### src/rtl/bcd_seq_ctrl.sv
// bcd_seq_ctrl: iterative double-dabble binary-to-BCD converter with valid/ready handshakes
// Ports: clk/rst (async active-high); in_valid/in_ready/num_in accept one binary word;
//   out_valid/out_ready/bcd_out present the packed BCD result ([3:0]=units); busy while converting.
module bcd_seq_ctrl #(
  parameter int DATA_W = 8,
  parameter int DIGITS = 3
) (
  input  logic                  clk,
  input  logic                  rst,
  input  logic                  in_valid,
  output logic                  in_ready,
  input  logic [DATA_W-1:0]     num_in,
  output logic                  out_valid,
  input  logic                  out_ready,
  output logic [4*DIGITS-1:0]   bcd_out,
  output logic                  busy
);
  localparam int BW = 4 * DIGITS;
  localparam int WW = BW + DATA_W;
  localparam int CW = $clog2(DATA_W + 1);
  if (10 ** DIGITS <= 2 ** DATA_W) begin : g_chk
    $error("bcd_seq_ctrl: DIGITS too small for DATA_W");
  end
  typedef enum logic [1:0] {IDLE, CONV, DONE} state_t;
  state_t          state_q, state_d;
  logic [WW-1:0]   work_q, work_d, adj, shifted;
  logic [CW-1:0]   cnt_q, cnt_d;
  logic [BW-1:0]   bcd_q, bcd_d;
  logic            out_valid_q, out_valid_d, in_ready_q;
  // BCD digits live in the top of the work register; the binary word shifts up into them
  always_comb begin
    adj = work_q;
    for (int i = 0; i < DIGITS; i++)
      if (work_q[DATA_W+4*i +: 4] >= 4'd5) adj[DATA_W+4*i +: 4] = work_q[DATA_W+4*i +: 4] + 4'd3;
    shifted = {adj[WW-2:0], 1'b0};
  end
  always_comb begin
    state_d     = state_q;
    work_d      = work_q;
    cnt_d       = cnt_q;
    bcd_d       = bcd_q;
    out_valid_d = out_valid_q;
    unique case (state_q)
      IDLE: if (in_valid && in_ready_q) begin
        state_d = CONV;
        work_d  = {{BW{1'b0}}, num_in};
        cnt_d   = '0;
      end
      CONV: begin
        work_d = shifted;
        cnt_d  = cnt_q + CW'(1);
        if (cnt_q == CW'(DATA_W - 1)) begin
          state_d     = DONE;
          bcd_d       = shifted[WW-1 -: BW];
          out_valid_d = 1'b1;
        end
      end
      DONE: if (out_ready) begin
        state_d     = IDLE;
        out_valid_d = 1'b0;
      end
      default: state_d = IDLE;
    endcase
  end
  always_ff @(posedge clk or posedge rst) begin
    if (rst) begin
      state_q     <= IDLE;
      work_q      <= '0;
      cnt_q       <= '0;
      bcd_q       <= '0;
      out_valid_q <= 1'b0;
      in_ready_q  <= 1'b1;
    end else begin
      state_q     <= state_d;
      work_q      <= work_d;
      cnt_q       <= cnt_d;
      bcd_q       <= bcd_d;
      out_valid_q <= out_valid_d;
      in_ready_q  <= (state_d == IDLE);
    end
  end
  assign in_ready  = in_ready_q;
  assign out_valid = out_valid_q;
  assign bcd_out   = bcd_q;
  assign busy      = (state_q == CONV);
endmodule

### config.mk
export PLATFORM = sky130hd
export DESIGN_NAME = bcd_seq_ctrl
export DESIGN_NICKNAME = d
export VERILOG_FILES = /design/src/rtl/bcd_seq_ctrl.sv
export SDC_FILE = /design/constraint.sdc
export NUM_CORES = 1
export LEC_CHECK = 0
export CAP_MARGIN = 20
export CORE_MARGIN = 2
export CORE_UTILIZATION = 45
export DETAILED_ROUTE_END_ITERATION = 16
export PLACE_DENSITY_LB_ADDON = 0.3
export SYNTH_ARGS = -nofsm -noshare
export SYNTH_HDL_FRONTEND = slang
export SYNTH_SLANG_ARGS = --single-unit
export TNS_END_PERCENT = 20
### constraint.sdc
create_clock -name clk -period 2.1 [get_ports clk]
set_input_delay 0.42 -clock clk [delete_from_list [all_inputs] [get_ports clk]]
set_output_delay 0.42 -clock clk [all_outputs]
set_load 0.1 [all_outputs]
Figure 1. Signal metal coverage by tile (run 1).
Scale: 4 px per µm. 14 x 14 tiles, from dark purple (low) to yellow (high), scaled to the fullest tile. Values are wire area over tile area, all layers added.
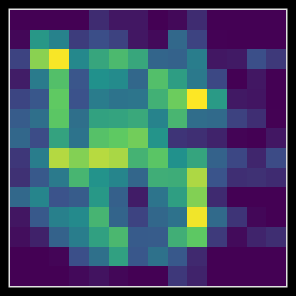
21% of the tiles are nearly empty. 24% of the tiles are over half the peak. The mean over all tiles is 0.12. The densest ninth of the die: middle. The fullest tile reaches 0.41.
Total GRT Usage: 16.8%
WL final: 3750 µm
via count: 1,379
DR WL/cell: 15.2 µm

Figure 2. Cell placement (run 1).
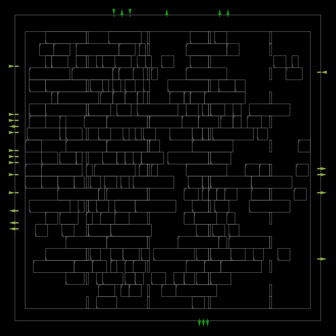
Post-Route Utilization: 56.7%
tap cells: 50
Core ar.: 4030 µm²

Figure 3. Metal layers overlaid (run 1).
Scale: 6 px per µm. Two of the layers only.
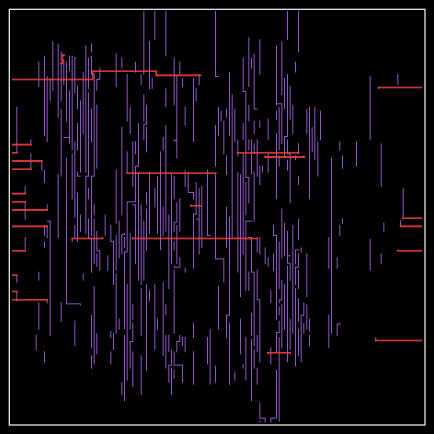
Key: M3 = red [wire length 159 µm]; M2 = purple [wire length 1,940 µm]

==> deck_impl_summary.md, run 1 <==
Implementation Results

Worst setup path
  • WP depth: 3
  • Delay-heaviest family, CP: flip-flops
  • Worst Setup EP: busy
  • Arrival time at the worst endpoint: 1470 ps
  • Worst R2R End: bcd_out[2]$_DFFE_PP0P_
  • Crit path DRT: 1680 ps
  • Worst-path cell chain: nand2b_2, inv_2, buf_12
  • Critical Path Start: state_q[1]$_DFF_PP0_
  • Crit path kind: reg -> out
  • Max FO, Critical Path: 8

Final layout
  • Reg with most FFs: work_q
  • Share of cells above drive strength 1: 25.9%
  • Finished Layout Cells: 247
  • Max reg flops: 20
  • N_diodes: 0
  • Commonest cells after routing, fill and taps aside: 39 x dfrtp_1, 19 x buf_4, 14 x inv_1
  • Design Area, Final: 2290 µm²

Yosys
  • Synth area leaders: dfrtp_1 51%, ha_1 4.6%, a22o_1 3.7%, mux2_2 3.6%, a21oi_1 2.9%
  • Synth Area per Inst: 11.7 µm²
  • Post-synth EDFFs: 0
  • Yosys synthesis chip area: 1900 µm²
  • Floorplan net count: 182
  • Seq/Total Area, Yosys: 52.7%
  • Xor/xnor share: 1.38%
  • Main logic family after synthesis: AND-OR/OR-AND gates
  • Synth area leader: dfrtp_1
  • Yosys reg bits: 40
  • Post-synth ARST share: 100%
  • Most used flip-flop cell: dfrtp_1
  • Synth Area in Adders: 4.60%
  • Simple share: 11.2%

Clock network
  • Sink Count: 40
  • Clock root buffer: clkbuf_8
  • CTS resizes: 0
  • CTS tree: built
  • CTS Buf Count: 5
  • Hold buffers post-CTS: 0

Drt
  • Drt via density: 5.58
  • WL met2: 1940 µm
  • Post-route antenna net violation count: 0
  • Met1 Wirelength: 1630 µm
  • Drt drc: 0

Floorplan
  • Fp util: 47.2%
  • Die Span X: 69.0 µm
  • I/O pin count: 27
  • DIE HEIGHT: 69.0 µm
  • # rows: 23

Global route
  • Antenna violations before repair: 0
  • Largest net degree at the start of global routing: 41

Placement
  • Setup Slack @ Placement: 121 ps
  • Placed cells: 239
  • Area post-placement: 2190 µm²
  • Routability cong.: 0.765

Timing
  • Final WS setup: 212 ps
  • Least-Margin Pin Slew: 499 ps
  • Rel. slew slack: 66.7%
  • Max frequency: 0.530 GHz
  • Unrepaired setup endpoints after global routing: no
  • Final setup fails: 0
  • Slew Viols, Final: 0
  • Min Hold Slack: 492 ps
  • Skew final: 3.46 ps
  • Setup tns final: 0 ps

Worst hold path
  • Hold Path Depth: 1
  • WHS Endpoint: cnt_q[3]$_DFFE_PP0P_
  • Hold_sp: cnt_q[3]$_DFFE_PP0P_

Job
  • Tool warnings: 29

Status
  • Run status: finished, final reports clean
-- run 1: cell type report --
| cell class | count | area (µm²) |
|---|---|---|
| Inverter | 15 | 56.3 |
| Sequential cell | 40 | 1000 |
| Fill cell | 343 | 1740 |
| Tap cell | 50 | 62.6 |
| Clock buffer | 8 | 90.1 |
| Timing Repair Buffer | 32 | 293 |
| Multi-Input combinational cell | 102 | 782 |
-- run 1: synthesized netlist by cell type (5+ instances only) --
cell,instances
nor2_1,8
mux2_2,6
dfrtp_1,39
a21oi_2,6
ha_1,7
nor2_2,6
a21oi_1,11
a22o_1,8
nor3b_1,6
inv_1,14
a222oi_1,5
o22ai_1,5
-- run 1: routing by layer --
metal / vias up / global-route usage (%)
met1: 692 / 20.2
li1: 652 / -
met2: 33 / 27.7
met5: - / 0
met4: 0 / 6.75
met3: 2 / 5.56
==> run 2: changes to the inputs <==
--- a/config.mk
+++ b/config.mk
@@ -5,6 +5,7 @@
 export SDC_FILE = /design/constraint.sdc
 export NUM_CORES = 1
 export LEC_CHECK = 0
+export ABC_AREA = 1
 export CAP_MARGIN = 20
 export CORE_MARGIN = 2
 export CORE_UTILIZATION = 45
Figure 4. A small window of the routed layout (run 2).
Window x 20 to 50, y 20 to 50 µm. Cells in gray, sequential cells in the stronger gray; small squares are vias.
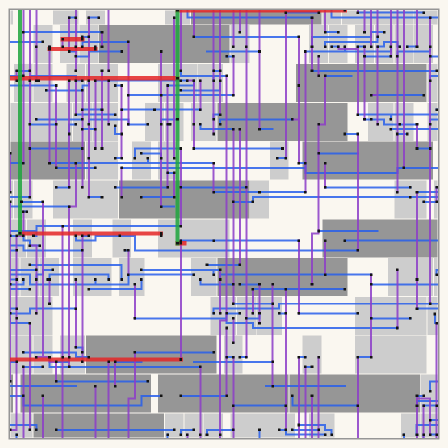
Key: M4 = green; M3 = red; M2 = purple; M1 = blue
77 logic cells have their middle in the window. Sequential cells in the window: 13. Netlist names of flops here include `work_q` (10), `cnt_q` (2). Most frequent: nand2_1 (27), dfrtp_1 (13), inv_1 (10).

==> deck_impl_summary.md, run 2 <==
Implementation Results

Worst setup path
  • Worst Setup EP: busy (unchanged)
  • WP depth: 4 (was 3)
  • Arrival time at the worst endpoint: 1330 ps (was 1470 ps)
  • Delay-heaviest family, CP: buffers and inverters (was flip-flops)
  • Critical Path Start: state_q[1]$_DFF_PP0_ (unchanged)
  • Crit path kind: reg -> out (unchanged)
  • Worst R2R End: bcd_out[9]$_DFFE_PP0P_ (was bcd_out[2]$_DFFE_PP0P_)

Yosys
  • Yosys synthesis chip area: 1950 µm² (was 1900 µm²)
  • Post-synth EDFFs: 0 (unchanged)
  • Synth area leader: dfrtp_1 (unchanged)
  • Synth area leaders: dfrtp_1 50%, nand2_1 17%, nand3_1 7.9%, ha_1 4.5%, inv_1 3.8% (was dfrtp_1 51%, ha_1 4.6%, a22o_1 3.7%, mux2_2 3.6%, a21oi_1 2.9%)
  • Synth Area per Inst: 8.45 µm² (was 11.7 µm²)
  • Top-count cell post-synth: nand2_1 (was dfrtp_1)
  • Post-synth ARST share: 100% (unchanged)
  • Yosys reg bits: 40 (unchanged)
  • Main logic family after synthesis: simple AND/OR/NAND/NOR gates (was AND-OR/OR-AND gates)
  • Xor/xnor share: 0% (was 1.38%)
  • Seq/Total Area, Yosys: 51.3% (was 52.7%)
  • Synth Area in Adders: 4.49% (was 4.60%)
  • Floorplan net count: 250 (was 182)
  • Top cells by count: 88 x nand2_1, 39 x dfrtp_1, 31 x nand3_1 (was 39 x dfrtp_1, 14 x inv_1, 11 x a21oi_1)
  • Most used flip-flop cell: dfrtp_1 (unchanged)

Final layout
  • Share of cells above drive strength 1: 13.0% (was 25.9%)
  • Logic share of the area: 34.2% (about the same)
  • Filler cells: 382 (was 343)
  • Data buffer area share: 11.0% (was 12.8%)
  • Finished Layout Cells: 311 (was 247)
  • Design Area, Final: 2330 µm² (was 2290 µm²)
  • Max reg flops: 20 (unchanged)
  • Number of logic gates: 163 (was 102)
  • Sequential cell count: 40 (unchanged)
  • Layout clock area frac: 5.21% (was 3.94%)
  • Post-Route Utilization: 57.0% (was 56.7%)
  • Reg with most FFs: work_q (unchanged)
  • Final-layout clock buffer total: 6 (was 8)

Floorplan
  • DIE HEIGHT: 69.9 µm (was 69.0 µm)
  • I/O pin count: 27 (unchanged)
  • # rows: 23 (unchanged)
  • Fp util: 47.8% (was 47.2%)
  • Core ar.: 4090 µm² (was 4030 µm²)
  • Tap cells: 50 (unchanged)

Clock network
  • CTS tree: built (unchanged)
  • Clock root buffer: clkbuf_8 (unchanged)

Global route
  • Total GRT Usage: 17.9% (was 16.8%)
  • Largest net degree at the start of global routing: 41 (unchanged)
  • Antenna violations before repair: 0 (unchanged)

Timing
  • Rel. slew slack: 66.9% (was 66.7%)
  • Unrepaired setup endpoints after global routing: no (unchanged)
  • Max frequency: 0.573 GHz (was 0.530 GHz)
  • Final setup fails: 0 (unchanged)
  • Slew Viols, Final: 0 (unchanged)
  • Min Hold Slack: 480 ps (was 492 ps)
  • Setup tns final: 0 ps (unchanged)

Worst hold path
  • WHS Endpoint: work_q[0]$_DFFE_PP0P_ (was cnt_q[3]$_DFFE_PP0P_)

Placement
  • Setup Slack @ Placement: 429 ps (was 121 ps)
  • Placed cells: 303 (was 239)

Status
  • Run status: finished, final reports clean (unchanged)

Drt
  • Post-route antenna net violation count: 0 (unchanged)
## run 2: cell types whose count changed in the layout (fill, tap and decap cells not counted), sizes merged, moves of 7 or more
| cell | delta |
|---|---|
| nor2 | -9 |
| inv | +7 |
| o21ai | +10 |
| nand2 | +88 |
| a21oi | -16 |
| mux2 | -7 |
| nand3 | +30 |
| a22o | -8 |
## run 2: layer usage
metal	up-vias	wire [µm]	global-route usage, %
li1	800	-	-
met1	747	1860	22.9
met2	31	1870	29.7
met3	5	133	3.46
met4	0	42	7.05
met5	-	0	0
==> run 3: changes to the inputs <==
==> constraint.sdc (replaced) <==
create_clock -name clk -period 1.75 [get_ports clk]
set_input_delay 0.35 -clock clk [delete_from_list [all_inputs] [get_ports clk]]
set_output_delay 0.35 -clock clk [all_outputs]
set_load 0.1 [all_outputs]
==> deck_impl_summary.md, run 3 <==
Implementation Results

Status
  • Run status: finished, final reports clean (unchanged)

Timing
  • Rel. slew slack: 74.3% (was 66.9%)
  • Slew Viols, Final: 0 (unchanged)
  • Setup tns final: 0 ps (unchanged)
  • Least-Margin Pin Slew: 384 ps (was 497 ps)
  • Min Hold Slack: 403 ps (was 480 ps)
  • Final WS setup: 111 ps (was 355 ps)
  • Final setup fails: 0 (unchanged)
  • Max frequency: 0.610 GHz
  • Unrepaired setup endpoints after global routing: no (unchanged)

Drt
  • Drt drc: 0 (unchanged)
  • DR WL/cell: 12.7 µm (was 12.5 µm)
  • Met1 Wirelength: 1870 µm (was 1860 µm)
  • Post-route antenna net violation count: 0 (unchanged)
  • WL met3: 174 µm (was 133 µm)
  • WL met2: 1870 µm (about the same)
  • Highest metal used: met4 (unchanged)
  • WL final: 3950 µm (was 3900 µm)

Worst setup path
  • Delay-heaviest family, CP: buffers and inverters (unchanged)
  • Worst-path cell chain: inv_1, nand2_4, inv_8, buf_12 (was inv_1, nand2_4, inv_6, buf_12)
  • Arrival time at the worst endpoint: 1290 ps (was 1330 ps)
  • Critical Path Start: state_q[1]$_DFF_PP0_ (unchanged)
  • Crit path kind: reg -> out (unchanged)
  • WP depth: 4 (unchanged)
  • Worst R2R End: bcd_out[1]$_DFFE_PP0P_ (was bcd_out[9]$_DFFE_PP0P_)
  • Max FO, Critical Path: 22 (unchanged)

Yosys
  • Synth area leader: dfrtp_1 (unchanged)
  • Yosys reg bits: 40 (unchanged)
  • Main logic family after synthesis: simple AND/OR/NAND/NOR gates (unchanged)
  • Most used flip-flop cell: dfrtp_1 (unchanged)
  • Post-synth ARST share: 100% (unchanged)
  • Synth Area per Inst: 8.45 µm² (unchanged)
  • Xor/xnor share: 0% (unchanged)
  • Top-count cell post-synth: nand2_1 (unchanged)
  • Seq/Total Area, Yosys: 51.3% (unchanged)
  • Yosys synthesis chip area: 1950 µm² (unchanged)

Final layout
  • Share of cells above drive strength 1: 13.4% (was 13.0%)
  • Logic area: 796 µm² (unchanged)
  • Reg with most FFs: work_q (unchanged)
  • Post-Route Utilization: 60.8% (was 57.0%)
  • Reg area: 1000 µm² (unchanged)
  • Filler cells: 360 (was 382)
  • Max reg flops: 20 (unchanged)
  • Commonest cells after routing, fill and taps aside: 88 x nand2_1, 39 x dfrtp_1, 31 x nand3_1 (unchanged)

Global route
  • GRT met3 Usage: 5.48% (was 3.46%)
  • Total GRT Usage: 17.9% (about the same)
  • Antenna violations before repair: 0 (unchanged)
  • GRT busiest layer: met2 (unchanged)
  • Met1 Use GR: 22.7% (was 22.9%)

Floorplan
  • I/O pin count: 27 (unchanged)
  • Fp util: 47.8% (unchanged)
  • DIE HEIGHT: 69.9 µm (unchanged)
  • Core ar.: 4090 µm² (unchanged)
  • # rows: 23 (unchanged)

Placement
  • Routability cong.: 0.853 (was 0.842)
  • Setup Slack @ Placement: 205 ps (was 429 ps)
  • Placed cells: 304 (was 303)
  • Area post-placement: 2390 µm² (was 2210 µm²)

Clock network
  • Clock root buffer: clkbuf_8 (unchanged)
  • Sink Count: 40 (unchanged)
  • CTS tree: built (unchanged)
  • CTS Buf Count: 5 (unchanged)

Job
  • Tool warnings: 29 (unchanged)
-- run 3: cell counts after synthesis --
Identical to the previous run, type by type.
-- run 3: area by class of cell --
cell class	instances	area share (%)
well taps	50	2.52
repair buffers	28	17.6
clock buffers	6	3.32
clock inverters	2	0.403
flip-flops and latches	40	40.3
inverters	23	3.82
multi-input cells	163	32.0
-- run 3: worst min-delay path, cell delays in order --
cell	delay (ps)
clkdlybuf4s50_1	400
inv_1	90
buf_12	240
-- run 3: timing repair --
action | 4_1_cts | 5_1_grt
hold endpoints to repair | 0 | 0
buffers inserted | 0 | 0
resized | 0 | 1
setup endpoints to repair | 0 | 1
Figure 5. Gate-type map (run 3).
Scale: 6 px per µm.
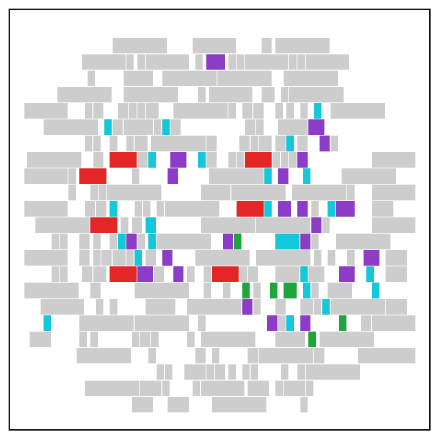
Key: inv cells = cyan [cells 23, most used inv_1]; fa/ha/maj cells = red [cells 7, most used ha_1]; aoi and oai cells = purple [cells 22, most used o21ai_0]; nor cells = green [cells 6, most used nor2_1]
logic share of the area: 32.0%
Commonest Layout Cell: nand2_1
Finished Layout Cells: 312

